File: src/rtl/serial_subtractor_if.sv
// Start/done handshake and operand/result bus of the bit-serial subtractor.
interface serial_subtractor_if #(parameter int WIDTH = 4);
  logic             start;
  logic [WIDTH-1:0] A;
  logic [WIDTH-1:0] B;
  logic             bi;
  logic [WIDTH-1:0] out;
  logic             bo;
  logic             busy;
  logic             done;

  modport master (output start, A, B, bi, input out, bo, busy, done);
  modport slave  (input start, A, B, bi, output out, bo, busy, done);
endinterface

File: src/rtl/serial_subtractor.sv
// Bit-serial unsigned subtractor: out = A - B - bi, LSB first, one full-subtractor
// cell evaluated per clock; results are published with a one-cycle done pulse.
module serial_subtractor #(
  parameter int WIDTH = 4
) (
  input  logic          clk,
  input  logic          rst_n,
  serial_subtractor_if.slave bus
);
  localparam int CW = $clog2(WIDTH + 1);

  typedef enum logic [1:0] {IDLE, SHIFT, DONE} state_t;

  state_t           state_q, state_d;
  logic [WIDTH-1:0] a_q, a_d, b_q, b_d, res_q, res_d, out_q, out_d;
  logic             br_q, br_d, bo_q, bo_d, busy_q, busy_d, done_q, done_d;
  logic [CW-1:0]    cnt_q, cnt_d;

  logic             diff_bit, br_nxt, load;
  logic [WIDTH:0]   res_cat;
  logic [WIDTH-1:0] res_nxt;

  always_ff @(posedge clk or negedge rst_n) begin
    if (!rst_n) begin
      state_q <= IDLE;
      a_q     <= '0;
      b_q     <= '0;
      res_q   <= '0;
      out_q   <= '0;
      br_q    <= 1'b0;
      bo_q    <= 1'b0;
      busy_q  <= 1'b0;
      done_q  <= 1'b0;
      cnt_q   <= '0;
    end else begin
      state_q <= state_d;
      a_q     <= a_d;
      b_q     <= b_d;
      res_q   <= res_d;
      out_q   <= out_d;
      br_q    <= br_d;
      bo_q    <= bo_d;
      busy_q  <= busy_d;
      done_q  <= done_d;
      cnt_q   <= cnt_d;
    end
  end

  always_comb begin
    state_d  = state_q;
    a_d      = a_q;
    b_d      = b_q;
    res_d    = res_q;
    out_d    = out_q;
    br_d     = br_q;
    bo_d     = bo_q;
    busy_d   = busy_q;
    done_d   = 1'b0;
    cnt_d    = cnt_q;
    load     = 1'b0;

    diff_bit = a_q[0] ^ b_q[0] ^ br_q;
    br_nxt   = (~a_q[0] & b_q[0]) | (~(a_q[0] ^ b_q[0]) & br_q);
    // Concatenate then drop the LSB so the slice stays legal when WIDTH == 1.
    res_cat  = {diff_bit, res_q};
    res_nxt  = res_cat[WIDTH:1];

    case (state_q)
      IDLE: if (bus.start) load = 1'b1;
      SHIFT: begin
        a_d   = a_q >> 1;
        b_d   = b_q >> 1;
        br_d  = br_nxt;
        res_d = res_nxt;
        cnt_d = cnt_q + CW'(1);
        if (cnt_q == CW'(WIDTH - 1)) begin
          state_d = DONE;
          out_d   = res_nxt;
          bo_d    = br_nxt;
          done_d  = 1'b1;
          busy_d  = 1'b0;
        end
      end
      DONE: begin
        if (bus.start) load = 1'b1;
        else           state_d = IDLE;
      end
      default: state_d = IDLE;
    endcase

    // Acceptance is identical from IDLE and DONE, enabling back-to-back ops.
    if (load) begin
      state_d = SHIFT;
      a_d     = bus.A;
      b_d     = bus.B;
      br_d    = bus.bi;
      res_d   = '0;
      cnt_d   = '0;
      busy_d  = 1'b1;
    end
  end

  assign bus.out  = out_q;
  assign bus.bo   = bo_q;
  assign bus.busy = busy_q;
  assign bus.done = done_q;
endmodule

File: src/flat_wrapper.sv
// flat-port wrapper written by rule: the top's interface ports become plain ports
module serial_subtractor_flat 
#(
  parameter int WIDTH = 4
)
  (clk, rst_n, bus_start, bus_A, bus_B, bus_bi, bus_out, bus_bo, bus_busy, bus_done);
  serial_subtractor_if #(.WIDTH(WIDTH)) bus_i ();
  input  logic clk;
  input  logic rst_n;
  input wire logic [$bits(bus_i.start)-1:0] bus_start;
  input wire logic [$bits(bus_i.A)-1:0] bus_A;
  input wire logic [$bits(bus_i.B)-1:0] bus_B;
  input wire logic [$bits(bus_i.bi)-1:0] bus_bi;
  output wire logic [$bits(bus_i.out)-1:0] bus_out;
  output wire logic [$bits(bus_i.bo)-1:0] bus_bo;
  output wire logic [$bits(bus_i.busy)-1:0] bus_busy;
  output wire logic [$bits(bus_i.done)-1:0] bus_done;
  assign bus_i.start = bus_start;
  assign bus_i.A = bus_A;
  assign bus_i.B = bus_B;
  assign bus_i.bi = bus_bi;
  assign bus_out = bus_i.out;
  assign bus_bo = bus_i.bo;
  assign bus_busy = bus_i.busy;
  assign bus_done = bus_i.done;
  serial_subtractor #(.WIDTH(WIDTH)) u_core (.clk(clk), .rst_n(rst_n), .bus(bus_i));
endmodule
File: config.mk
export PLATFORM = sky130hd
export DESIGN_NAME = serial_subtractor_flat
export DESIGN_NICKNAME = d
export VERILOG_FILES = /design/src/rtl/serial_subtractor_if.sv /design/src/rtl/serial_subtractor.sv /design/src/flat_wrapper.sv
export SDC_FILE = /design/constraint.sdc
export NUM_CORES = 1
export LEC_CHECK = 0
export ABC_AREA = 0
export CAP_MARGIN = 20
export CORE_MARGIN = 1
export CORE_UTILIZATION = 48
export CTS_BUF_LIST = sky130_fd_sc_hd__clkbuf_8
export DETAILED_ROUTE_END_ITERATION = 10
export GPL_ROUTABILITY_DRIVEN = 0
export PLACE_DENSITY_LB_ADDON = 0.05
export SLEW_MARGIN = 20
export SYNTH_ARGS = -nofsm -noshare
export SYNTH_HDL_FRONTEND = slang
export SYNTH_SLANG_ARGS = --single-unit
File: constraint.sdc
create_clock -name clk -period 1.2 [get_ports clk]
set_input_delay 0.18 -clock clk [delete_from_list [all_inputs] [get_ports clk]]
set_output_delay 0.18 -clock clk [all_outputs]
set_load 0.03 [all_outputs]
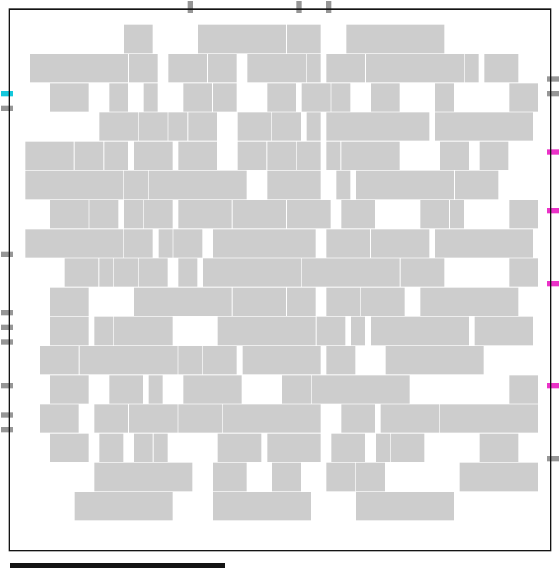
io_placement.png
The bar under the picture is 20 um long. Pins as bars across the die edge, other pins in gray.
[magenta] bus_out | pins: 4 | direction: output | edge: right
[cyan] clk | pins: 1 | direction: input | edge: left
all pins by edge: 9 left, 7 right, 3 top

==> metrics.csv <==
metric,value,unit
synth_flops,24,
syn_nets,107,
antenna_found_initial,0,
crit_family,adder cells,
min_period_over_period,111,%
grt_start_max_net_pins,25,
power_per_cell_area,2750,nW/um^2
dieHeight,50.3,um
yosys.area.top_type_share,53.6,%
clock-root-buffer,clkbuf_8,
syn_area,1120,sq um
max_freq,0.754,GHz
post-route-min-period,1330,ps
cts_made_buffers,3,
slew_headroom,80.5,%
critPathSlowestCell,fa_2,
grt_usage,20.6,%
simple_gate_share,7.82,%
synth-area-yosys,1120,sq um
dieArea,2530,sq um
setup-violations-final,12,
numPortBuffers,18,
wire_per_inst,15.7,um
rsz0062_at_grt,true,
async_flop_share,100,%
ctsLongestPathBuffers,2,
grt_pass1_vias,836,
critPathLaunchType,register,
row_count,17,
violations,setup timing,
end_kind,register,
die_x,50.3,um
syn_area_per_cell,12.2,sq um
final_hold_viol_count,0,
area_leaders,"dfrtp_1 (54%), mux2_2 (7.0%), a22o_1 (5.5%)",
top_cell,dfrtp_1,
diodes,0,
adder_share,4.02,%
synthDistinctLibCells,22,
clock_latency,260,ps
grt_overflow,0,
postRouteAntennaNets,0,
ir_drop,1590,uV
hp-class,input pin to asynchronous set/reset pin,
vias,891,
final_common_cell,buf_4,
leakage,0.804,nW
arrival,1480,ps
cp_slowest_stage_delay,460,ps
cts_sinks,24,
dpl.hpwl,1.75,mm
warning_count,29,
critPathKind,register to register,
finalInstanceArea,1660,sq um
crit_fanout,2,
ys_sh_xor,0,%
finalPower,4.55,mW
finalSetupTns,-749,ps
yosys_warnings,0,
topCombFamilyByArea,AND-OR/OR-AND gates,
aoi_share,16.5,%
grt_first_pass_wirelength,3.84,mm
drc,0,
drive_above_1_share,46.7,%
drv_slew,0,
critPathRequiredTime,1350,ps
drv_cap,0,
fp_util,50.6,%
ctsHtreeMaxLevel,1,
nets,153,
common_cells,"dfrtp_1 (24), inv_1 (9), a21oi_1 (8), a22o_1 (7), mux2_2 (7)",
cts_tree,yes,
mux_share,12.4,%
critPathBufInv,1,
ctsHoldBuffers,0,
wl,2.59,mm
dpl_cell_area,1480,sq um
vias_per_cell,5.40,
edf_count,0,
ys_seq_share,53.6,%
status,"complete, but fails checks",
synth-cells-yosys,92,
areaGrowthSynthToFinish,47.8,%
finClkSkew,4.38,ps
post-place-ws,-180,ps
rrSetupSlack,-130,ps
worst_pin_slew,294,ps
lay_top_cells,"buf_4 (28), dfrtp_1 (22), clkdlybuf4s50_1 (11)",
cp_cell_sequence,inv_2 -> fa_2 -> mux2_4,
top_area_cell,dfrtp_1,
cts.clk_slew.worst_paths,90,ps
ios,19,
first_iter_violations,9,
firstDrtPassIters,4,
ys.flop_type,dfrtp_1,
synthCells,92,
worst_slack,-126,ps
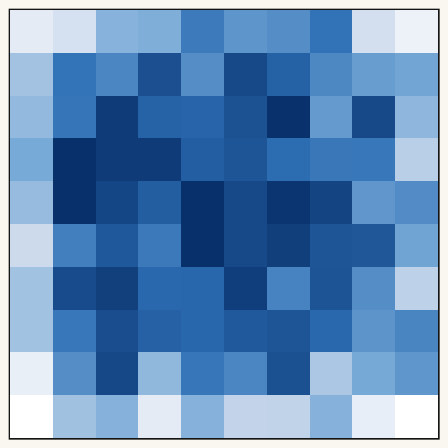
cell_density.png
10 x 10 tiles, from white (low) to dark blue (high), 0 to 100% covered.
fullest tile: 100%
nearly empty tiles: 2.0%
tiles over 75% full: 42%
mean over tiles: 64%
densest ninth of the die: center
final core area utilization: 74.8%
Core Area: 2210 sq um

sequential cells by signal (all words and copies together) (netlist names):
signal / cells
u_core.bus.done: 1
u_core.a_q: 4
u_core.br_q: 1
u_core.state_q: 2
u_core.bus.out: 4
u_core.b_q: 4
u_core.res_q: 3
u_core.bus.bo: 1
u_core.bus.busy: 1
u_core.cnt_q: 3
worst paths after layout:
path                            cells after the start           endpoint           from
worst max-delay path                                3  u_core.bus.out[3]    u_core.br_q
worst max register to register                      3  u_core.bus.out[3]    u_core.br_q
worst min register to register                      2      u_core.bus.bo  u_core.bus.bo
worst min-delay path                                2    u_core.res_q[1]          rst_n
min in group clk                                    2      u_core.bus.bo  u_core.bus.bo
max in group asynchronous                           2  u_core.state_q[0]          rst_n
power breakdown:
part | total, mW | internal, mW | switching [mW]
registers | 1.48 | 1.18 | 0.297
clock network | 0.545 | 0.293 | 0.252
logic | 2.52 | 1.42 | 1.10
total | 4.55 | 2.90 | 1.65
metal layers:
layer	routed length (um)	track usage (%)
met1	1140	27.3
met2	1350	34.0
met3	79	2.73
met4	25	8.33
met5	0	0
stage by stage:
step	hold WS [ps]	util [%]	cells
2_1_floorplan	-116	-	92
3_3_place_gp	462	66.7	152
3_5_place_dp	478	66.7	152
4_1_cts	266	69.8	158
5_1_grt	265	74.8	165
6_report	258	74.8	165
area by class of cell:
| class | count | area, sq um |
|---|---|---|
| fill | 157 | 557 |
| timing repair buffer | 45 | 394 |
| clock buffer | 4 | 55.1 |
| multi-input combinational | 55 | 534 |
| sequential | 24 | 603 |
| tap | 28 | 35.0 |
| inverter | 9 | 33.8 |
timing repair:
action / 4_1_cts / 5_1_grt
pin swaps: 1 / 9
setup endpoints to repair: 14 / 20
gates resized: 2 / 19
buffers inserted: 2 / 7
Power figures rest on the tool's default switching activity, not on a simulated workload.
